Design free_list, sky130hd; sources not shown.
==> images/m3.png <==
Drawn at 2 px/um. Cells faint in the background.
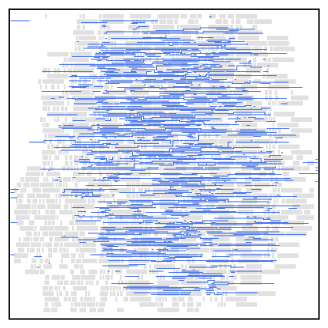
share of all routed wire	19%
longest straight run	82.3 um
total wirelength of the detailed-routed design: 45,800 um
met3 Track Usage GR: 16.6%
total via count after detailed routing: 11,500

==> images/floorplan.png <==
Drawn at 2 px/um. Pins as bars on the die edge. Tap cells in gray.
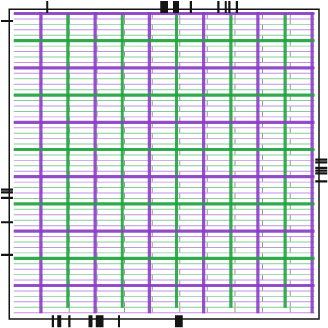
net	color
VDD	green
VSS	purple
met4 straps	11
tap cells	285
met1 rails	56
rows	55
signal pins	40
DIE HEIGHT: 154 um
IR drop worst, VDD: 0.164 mV
core area: 22,500 um^2
Die Span X: 154 um

==> notes.md <==
Update from the flow run.

The half-perimeter wire length after detailed placement is 30,400 um. The instance count along the most critical hold path is 2. The cell resize tally after clock tree synthesis is 0. The area overhead of the layout relative to synthesis is 9.39%. The overall die size recorded for this design is 23,700 um^2. The count of buffers from port buffering is 38. The flow ran to the end, but the final reports show violations. Summed over all nets, the switching power comes to 942 uW. The number of placed instances with taps included is 1,478. Recorded from the global router log, the overflow total was 0.

The flow reports that sequential cells draw 40.6% of the design power. Hold-check failures listed in the final report amount to 0. Setup repair after global routing left no endpoint under its margin.

The initial antenna violation count is 1. The power density of the placed cells is 210 nW/um^2. The pin count of the biggest net entering global routing is 60. For the worst-skew pair, the clock arrives at the later sink with an insertion delay of 530 ps. The report lists the cells along the critical path as clkdlybuf4s50_1 > ha_4 > mux4_2 > mux4_2 > mux2_2 > clkdlybuf4s50_1.

The final reports fail on design-rule violations. Buffers added to address setup during post-CTS repair amount to 0. Counting flops with an async set or reset pin after synthesis yields a share of 0%. The length of the first detailed-routing pass in iterations is 8. The number of warning messages in the logs is 26.

The count of nets after finishing is 1,266. Setup slack on the worst reg-to-reg path comes out at 4860 ps. The critical path maximum fanout is 48. The final routed DRC violation total is 1. The routed wirelength normalized by instance count is 30.0 um.

The effective utilization at floorplan is 60.9%. Buffers inserted during clock tree synthesis total 24. In the finished design, the share of the clock period the worst path needs comes to 62.6%.

The pin closest to its max-slew limit shows a slew of 1140 ps. The clock slew seen by the registers of the worst setup and hold paths is 60 ps. The instance count of the mapped netlist is 1,243. The row count is 55.

The tree is rooted in a clkbuf_16. The sort of element at the start of the critical path is an input port. The synthesized netlist has a Yosys-reported chip area of 13,700 um^2. The maximum root-to-sink buffer count is 3. The cell type of the slowest stage on the worst timing path is ha_4. In this run the cell area of the synthesized design comes to 13,700 um^2.

For reference, the most critical setup path is categorized as in -> out. The worst path arrival time is 4340 ps. The data required time reported for the critical path is 7470 ps. The delay of the slowest cell on the worst path is 910 ps. Nets still carrying antenna violations after routing amount to 0.

The mean number of vias per cell is 7.52. The global-route wire length before repair is 67,900 um. The prevailing post-synth register cell is edfxtp_1. The time the worst path needs with I/O delays and setup is 5230 ps. STA classifies the critical path endpoint as an output pin. The depth of the CTS H-tree is 1. The violation count after the first detailed-route iteration is 2,219. The leakage power of the design is 4.43 nW. The count of unique library cells instantiated by Yosys is 55. The final cell utilization of the core is 66.6%. Counting every net in the synthesized netlist gives 1,286. The number of global-route vias before repair is 10,900. The hold-fix buffer count after cts is 0. The share of final-layout standard cells stronger than drive strength 1 is 17.0%. The clock tree from TritonCTS is done. The sum of negative setup slack is 0 ps. The register with the most flip-flops in the layout has 192 of them.
[stage by stage]
stage	area, um^2	total power, mW	hold WS, ps	setup WS, ps
6_report	15000	3.14	480	3120
5_1_grt	15000	3.20	512	2960
4_1_cts	14900	3.10	492	2940
3_5_place_dp	14100	2.05	478	2960
3_3_place_gp	14100	2.03	441	3040
2_1_floorplan	13700	1.82	422	4310
[cell usage after synthesis, drive strengths merged (10+ instances only)]
master | number | area share (%)
edfxtp | 192 | 42
nor2 | 148 | 4.1
nand2 | 125 | 3.4
mux4 | 120 | 20
a21oi | 102 | 3.7
clkbuf | 75 | 2.1
o21ai | 68 | 2.5
nand3 | 62 | 2.3
nor3 | 58 | 2.3
buf | 37 | 1.6
inv | 30 | 0.82
a31oi | 28 | 1.3
dfxtp | 23 | 3.4
or3 | 21 | 0.96
ha | 19 | 1.7
o31ai | 16 | 0.88
mux2 | 13 | 1.1
nor4 | 13 | 0.70
nor2b | 10 | 0.46
[critical path, delay by kind of cell]
kind                     cells  cell delay [ps]
adder cells (fa/ha/maj)      1              910
buffers and inverters        2             1110
multiplexers                 3             1470
[power groups by stage]
stage	combinational [mW]	clock, mW	sequential, mW
2_1_floorplan	0.577	0	1.24
3_3_place_gp	0.734	0	1.29
3_5_place_dp	0.751	0	1.29
4_1_cts	0.756	1.07	1.27
5_1_grt	0.815	1.11	1.28
6_report	0.784	1.08	1.27
[cell families after synthesis]
group / count (synthesis) / share of synthesized area (%)
AND/OR/NAND/NOR: 472 / 15.8
AND-OR/OR-AND: 241 / 10.0
multiplexers: 134 / 21.0
flip-flops: 215 / 45.5
XOR/XNOR: 13 / 0.832
adder cells (fa/ha/maj): 23 / 2.32
other: 1 / 0.0274
buffers and inverters: 144 / 4.50
[routing by layer]
layer | share of wire [%] | up-vias
met5 | 0 | -
met3 | 19 | 301
met4 | 7.7 | 0
met2 | 42 | 1191
met1 | 32 | 5291
li1 | - | 4690
[area by class of cell]
cell class	count	area, um^2
inverter	32	120
tap	285	357
clock inverter	13	143
multi-input combinational	884	6870
antenna	1	2.50
sequential	215	6230
fill	1590	7520
clock buffer	29	641
timing repair buffer	66	613
[cell usage in the layout, fill, tap and decap left out, types with 5 or more instances in the layout]
cell,synthesis,layout
edfxtp_1,192,192
nor2_1,148,148
nand2_1,125,125
mux4_2,117,117
a21oi_1,102,102
nand3_1,62,62
nor3_1,54,54
o21ai_0,41,41
clkdlybuf4s50_1,0,36
inv_1,30,30
a31oi_1,28,28
o21ai_1,27,27
buf_4,1,26
clkbuf_16,0,25
or3_1,21,21
dfxtp_1,23,21
ha_1,19,17
o31ai_1,16,16
nor4_1,12,12
mux2_2,12,12
nor2b_1,10,10
xor2_1,7,7
nand2b_1,7,7
nand3b_1,7,7
and2_1,6,6
clkinv_2,0,6
o22ai_1,5,5
nand4_1,5,5
xnor2_1,6,5
Power figures rest on the tool's default switching activity, not on a simulated workload.
